gate_families.png
(2 px per um)
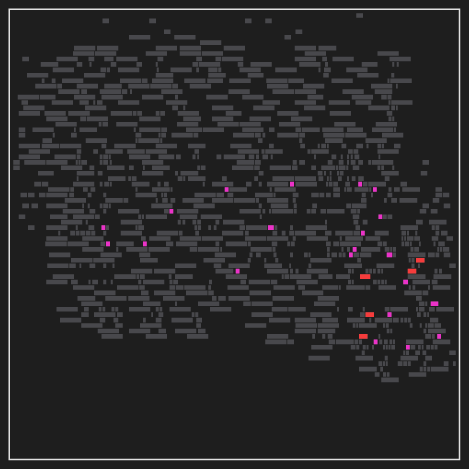
drive_strength.png
(2 px per um)
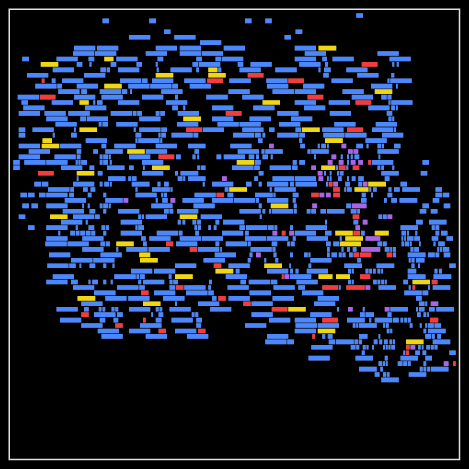
<file path="config.mk">
export PLATFORM = sky130hd
export DESIGN_NAME = reverb_tap_loader_flat
export DESIGN_NICKNAME = d
export VERILOG_FILES = /design/src/rtl/reverb_tap_loader_if.sv /design/src/rtl/reverb_tap_loader.sv /design/src/flat_wrapper.sv
export SDC_FILE = /design/constraint.sdc
export NUM_CORES = 1
export LEC_CHECK = 0
export CORE_UTILIZATION = 25
export DETAILED_ROUTE_END_ITERATION = 8
export HOLD_SLACK_MARGIN = 0.02
export PLACE_DENSITY = 0.43
export SLEW_MARGIN = 20
export SYNTH_ARGS = -nofsm -noshare
export SYNTH_HDL_FRONTEND = slang
export SYNTH_SLANG_ARGS = --single-unit
export TNS_END_PERCENT = 10
</file>
<file path="constraint.sdc">
create_clock -name clk -period 3.9 [get_ports clk]
set_input_delay 0.39 -clock clk [delete_from_list [all_inputs] [get_ports clk]]
set_output_delay 0.39 -clock clk [all_outputs]
set_load 0.01 [all_outputs]
</file>
<file path="src/rtl/reverb_tap_loader_if.sv">
// Tap-load handshake between the reverb tap loader (master) and the FIR core (slave).
// The loader drives the tap word and valid; the FIR core drives ready and its done level.
interface reverb_tap_loader_if #(
  parameter int G_TAP_WIDTH = 16
);
  logic [G_TAP_WIDTH-1:0] tap_dout;
  logic                   tap_dout_valid;
  logic                   tap_dout_ready;
  logic                   tap_done_in;

  modport master (
    output tap_dout,
    output tap_dout_valid,
    input  tap_dout_ready,
    input  tap_done_in
  );

  modport slave (
    input  tap_dout,
    input  tap_dout_valid,
    output tap_dout_ready,
    output tap_done_in
  );
endinterface

</file>
<file path="src/rtl/reverb_tap_loader.sv">
// Holds the reverb impulse-response table written by the host and streams it,
// in address order, to the FIR core's tap port, then waits for the core's done level.
module reverb_tap_loader #(
  parameter int G_TAP_WIDTH     = 16,
  parameter int G_NUM_TAPS_LOG2 = 4,
  parameter int G_DONE_TIMEOUT  = 255
) (
  input  logic                       clk,
  input  logic                       reset,
  input  logic                       enable,
  input  logic                       wr_en,
  input  logic [G_NUM_TAPS_LOG2-1:0] wr_addr,
  input  logic [G_TAP_WIDTH-1:0]     wr_data,
  input  logic                       start,
  output logic                       busy,
  output logic                       load_done,
  output logic                       load_error,
  reverb_tap_loader_if.master        tap
);

  localparam int                         NUM_TAPS  = 1 << G_NUM_TAPS_LOG2;
  localparam logic [G_NUM_TAPS_LOG2-1:0] LAST_ADDR = G_NUM_TAPS_LOG2'(NUM_TAPS - 1);
  localparam logic [15:0]                TMO_LAST  = 16'(G_DONE_TIMEOUT - 1);

  typedef enum logic [1:0] {
    IDLE,
    STREAM,
    WAIT_DONE,
    DONE
  } state_t;

  state_t                     state_reg;
  state_t                     state_next;
  logic [G_NUM_TAPS_LOG2-1:0] addr_reg;
  logic [G_NUM_TAPS_LOG2-1:0] addr_next;
  logic [G_NUM_TAPS_LOG2-1:0] rd_addr;
  logic [15:0]                tmo_reg;
  logic [15:0]                tmo_next;
  logic                       valid_reg;
  logic                       valid_next;
  logic                       done_reg;
  logic                       done_next;
  logic                       error_reg;
  logic                       error_next;
  logic [G_TAP_WIDTH-1:0]     dout_reg;
  logic                       load_word;
  logic                       clear_dout;
  logic                       write_ok;
  logic                       bypass;

  logic [G_TAP_WIDTH-1:0]     tap_mem [NUM_TAPS];

  assign busy                = (state_reg == STREAM) || (state_reg == WAIT_DONE);
  assign load_done           = done_reg;
  assign load_error          = error_reg;
  assign tap.tap_dout        = dout_reg;
  assign tap.tap_dout_valid  = valid_reg;

  // The table is frozen while a load is in flight so the streamed image is coherent.
  assign write_ok = wr_en && !busy;

  // A write landing on the word being fetched this edge (write together with start)
  // is forwarded so the first beat already carries the new value.
  assign bypass = write_ok && (wr_addr == rd_addr);

  always_ff @(posedge clk) begin
    if (write_ok) begin
      tap_mem[wr_addr] <= wr_data;
    end
  end

  always_ff @(posedge clk or negedge reset) begin
    if (!reset) begin
      state_reg <= IDLE;
      addr_reg  <= '0;
      tmo_reg   <= '0;
      valid_reg <= 1'b0;
      done_reg  <= 1'b0;
      error_reg <= 1'b0;
      dout_reg  <= '0;
    end else begin
      state_reg <= state_next;
      addr_reg  <= addr_next;
      tmo_reg   <= tmo_next;
      valid_reg <= valid_next;
      done_reg  <= done_next;
      error_reg <= error_next;
      if (clear_dout) begin
        dout_reg <= '0;
      end else if (load_word) begin
        dout_reg <= bypass ? wr_data : tap_mem[rd_addr];
      end
    end
  end

  always_comb begin
    state_next = state_reg;
    addr_next  = addr_reg;
    tmo_next   = tmo_reg;
    valid_next = valid_reg;
    done_next  = done_reg;
    error_next = error_reg;
    load_word  = 1'b0;
    clear_dout = 1'b0;
    rd_addr    = addr_reg + 1'b1;

    if (!enable) begin
      // Soft abort: drop the handshake and counters, keep the sticky flags.
      state_next = IDLE;
      addr_next  = '0;
      tmo_next   = '0;
      valid_next = 1'b0;
      clear_dout = 1'b1;
    end else begin
      unique case (state_reg)
        IDLE, DONE: begin
          if (start) begin
            state_next = STREAM;
            addr_next  = '0;
            tmo_next   = '0;
            valid_next = 1'b1;
            done_next  = 1'b0;
            error_next = 1'b0;
            load_word  = 1'b1;
            rd_addr    = '0;
          end
        end

        STREAM: begin
          if (valid_reg && tap.tap_dout_ready) begin
            addr_next = addr_reg + 1'b1;
            load_word = 1'b1;
            if (addr_reg == LAST_ADDR) begin
              valid_next = 1'b0;
              tmo_next   = '0;
              state_next = WAIT_DONE;
            end
          end
        end

        WAIT_DONE: begin
          // Done is checked first so it wins over a timeout on the same cycle.
          if (tap.tap_done_in) begin
            state_next = DONE;
            done_next  = 1'b1;
            tmo_next   = '0;
          end else if (tmo_reg == TMO_LAST) begin
            state_next = DONE;
            error_next = 1'b1;
            tmo_next   = '0;
          end else begin
            tmo_next = tmo_reg + 16'd1;
          end
        end

        default: begin
          state_next = IDLE;
        end
      endcase
    end
  end

endmodule
</file>
<file path="src/flat_wrapper.sv">
// flat-port wrapper written by rule: the top's interface ports become plain ports
module reverb_tap_loader_flat 
#(
  parameter int G_TAP_WIDTH     = 16,
  parameter int G_NUM_TAPS_LOG2 = 4,
  parameter int G_DONE_TIMEOUT  = 255
)
  (clk, reset, enable, wr_en, wr_addr, wr_data, start, busy, load_done, load_error, tap_tap_dout, tap_tap_dout_valid, tap_tap_dout_ready, tap_tap_done_in);
  reverb_tap_loader_if #(.G_TAP_WIDTH(G_TAP_WIDTH)) tap_i ();
  input  logic clk;
  input  logic reset;
  input  logic enable;
  input  logic wr_en;
  input  logic [G_NUM_TAPS_LOG2-1:0] wr_addr;
  input  logic [G_TAP_WIDTH-1:0] wr_data;
  input  logic start;
  output logic busy;
  output logic load_done;
  output logic load_error;
  output wire logic [$bits(tap_i.tap_dout)-1:0] tap_tap_dout;
  output wire logic [$bits(tap_i.tap_dout_valid)-1:0] tap_tap_dout_valid;
  input wire logic [$bits(tap_i.tap_dout_ready)-1:0] tap_tap_dout_ready;
  input wire logic [$bits(tap_i.tap_done_in)-1:0] tap_tap_done_in;
  assign tap_tap_dout = tap_i.tap_dout;
  assign tap_tap_dout_valid = tap_i.tap_dout_valid;
  assign tap_i.tap_dout_ready = tap_tap_dout_ready;
  assign tap_i.tap_done_in = tap_tap_done_in;
  reverb_tap_loader #(.G_TAP_WIDTH(G_TAP_WIDTH), .G_NUM_TAPS_LOG2(G_NUM_TAPS_LOG2), .G_DONE_TIMEOUT(G_DONE_TIMEOUT)) u_core (.clk(clk), .reset(reset), .enable(enable), .wr_en(wr_en), .wr_addr(wr_addr), .wr_data(wr_data), .start(start), .busy(busy), .load_done(load_done), .load_error(load_error), .tap(tap_i));
endmodule
</file>
==> flow_summary.toml <==
# generated from flow reports
[run_status]
outcome = "completed"

[power]
p_int_uw = 5849
comb_power_uw = 1220
clkPwrFrac_pct = 38.5
p_leak_uw = 0.004739
power_density_nw_per_um2 = 541.2
swShare_pct = 26.99
p_clk_uw = 3080
seqPwrFrac_pct = 46.3
max-vdd-ir-drop_v = 0.0002879
seq_power_uw = 3710
power-top-group = "sequential cells"
combPwrFrac_pct = 15.2

[critical_path]
crit_end = "u_core.tap.tap_dout[0]"
crit_path_start_kind = "flip-flop"
path_depth = 7
arrival_ps = 3320
crit_start = "u_core.addr_reg[1]"
crit_family = "simple AND/OR/NAND/NOR gates"
critPathBufInv = 1
rrSetupSlack_ps = 1000
worstPathRequired_ps = 4320
reg2reg_depth = 7
reg2reg_to = "u_core.tap.tap_dout[0]"
path_cells = "ha_2 -> clkinv_1 -> nor3_1 -> a31oi_1 -> o221ai_1 -> nand3_1 -> a22o_1"
rr_startpoint = "u_core.addr_reg[1]"
crit_fanout = 11
cpPeakStageDelay_ps = 630
path_class = "flip-flop to flip-flop"
worstSetupEndpointType = "flip-flop"

[detailed_routing]
wl_per_cell_um = 20.59
first_pass_iters = 5
drt_iter0_drc = 580
met3_wirelength_um = 1461
vias = 7565
wl_met2_um = 15180
ant_nets = 0
top_layer_used = "met4"
m1WireLength_um = 15810
via_per_inst = 4.722
drc = 0

[clock_tree]
cts.path.max_buffers = 3
clk_latency_ps = 540
clk_pin_slew_worst_paths_ps = 60
cts.sinks = 297
cts_tree = "done"
cts_htree_levels = 2
cts-resized-gates = 0
postCtsHoldBufs = 1
cts_setup_buffers = 0
ctsRootBufferMaster = "clkbuf_16"
cts_made_buffers = 34

[synth]
ys_warn_count = 0
synth_cell_type_count = 68
netlist_area_um2 = 12370
largest_area_cell = "edfxtp_1"
edf_count = 256
synthCells = 856
yosysChipArea_um2 = 12370
area_leaders = "edfxtp_1, dfrtp_1, mux4_2"
ff_type = "edfxtp_1"
synthArstFlopShare_pct = 13.80
ys_seq_share_pct = 70.46
ys_cells = 856
syn_nets = 888
avgSynthCellArea_um2 = 14.45
synth_flops = 297
synth_top_area_share_pct = 62.16

[die]
fp_util_pct = 25.32
dieArea_um2 = 50360
die_h_um = 224.4
die_w_um = 224.4
pin_count = 47
row_count = 81
fp.coreArea_um2 = 48850

[finish]
area_delta_synth_final_pct = 19.68
fin_util_pct = 30.30
num_antenna_cells = 0
layout.nets = 947
drive_gt1_share_pct = 14.18
largest_register_ffs = 256
n_fill_cell = 4957
final_cell_mix = "edfxtp_1, nand2_1, clkdlybuf4s50_1, o21ai_0, dfrtp_1"

[global_route]
grt_pass1_wl_um = 49750
grtUsageTotal_pct = 13.18
grt-ovfl-total = 0
busiest_layer = "met2"
grt_util_met3_pct = 2.391
grtUsageMet2_pct = 20.83
antenna_found_initial = 0
use_met1_pct = 18.60
grt_max_degree = 55
first_global_vias = 7616

[timing]
report.final.slew_viol_count = 0
hold_viol = 0
max_slew_margin_pct = 47.61
skew_ps = 23.00
max_freq_mhz = 345.1
setup_violations = 0
hold_slack_ps = 485.6
fin_crit_sh_pct = 74.30
period_minus_slack_ps = 2898
rsz0062_at_grt = "false"
tightest_slew_ps = 783.4

[placement]
io_buffer_count = 46
hpwl_um = 20420
gp_congestion = 0.7427

[hold_path]
hp-class = "input port to asynchronous set/reset pin"

[flow_run]
drv_cap = 0
log.warning_count = 28
## Picture notes: gate_families.png
family	color	cells
AND and OR gates	magenta	21
adder and majority cells	red	5
highest-count logic cell in the final layout: edfxtp_1
Comb area share: 22.89%
Layout Cells excl Fill: 1602

## Picture notes: drive_strength.png
size	color	cells
drive 2	red	52
drive 1 or less	blue	805
drive 6 and up	yellow	45
drive 3 to 4	purple	36
bufs w/o clock: 82
final instance area: 14800 um^2
setup ws final: 1002 ps

-- cells by family after synthesis --
group                    share of synthesized area, %
flip-flops                                      70.46
AND-OR/OR-AND                                   12.62
AND/OR/NAND/NOR                                 8.640
buffers and inverters                           2.560
multiplexers                                    4.725
XOR/XNOR                                       0.4958
adder cells (fa/ha/maj)                        0.5059
-- final cells by class --
class | instances | area [um^2] | share of cell area [%]
Clock buffer | 44 | 928.4 | 6.273
Clock inverter | 15 | 135.1 | 0.9130
Inverter | 10 | 37.54 | 0.2536
Multi-Input combinational cell | 490 | 3388 | 22.89
Sequential cell | 297 | 8715 | 58.88
Tap cell | 664 | 830.8 | 5.613
Timing Repair Buffer | 82 | 765.7 | 5.174
-- per-stage QoR --
stage | cell area [um^2] | instances | setup slack [ps] | power [uW]
floorplan | 12370 | 856 | 1053 | 4442
global placement | 13730 | 1542 | 898.1 | 5019
detailed placement | 13730 | 1542 | 863.2 | 5019
CTS | 14800 | 1602 | 965.5 | 8123
global route | 14800 | 1602 | 809.2 | 8341
finish | 14800 | 1602 | 1002 | 8010
-- cell usage after synthesis, types with 8 or more instances --
cell	number
a221oi_1	27
nand2_1	67
mux2i_1	10
a21oi_1	27
dfrtp_1	41
o21ai_0	41
a211oi_1	26
nand3_1	17
inv_1	8
a311oi_1	8
o22ai_1	10
o31ai_1	14
nor2_1	40
nor3_1	32
buf_2	24
o21ai_1	14
mux2_2	13
edfxtp_1	256
clkbuf_1	29
nor2b_1	10
mux4_2	15
o221ai_1	16
a21o_1	9
-- worst reg2reg max path: cells and delay by family, from the launching register on --
family | cells | cell delay, ps
AND-OR/OR-AND | 3 | 550
buffers and inverters | 1 | 530
flip-flops | 1 | 420
AND/OR/NAND/NOR | 2 | 750
adder cells (fa/ha/maj) | 1 | 540
Power figures rest on the tool's default switching activity, not on a simulated workload.
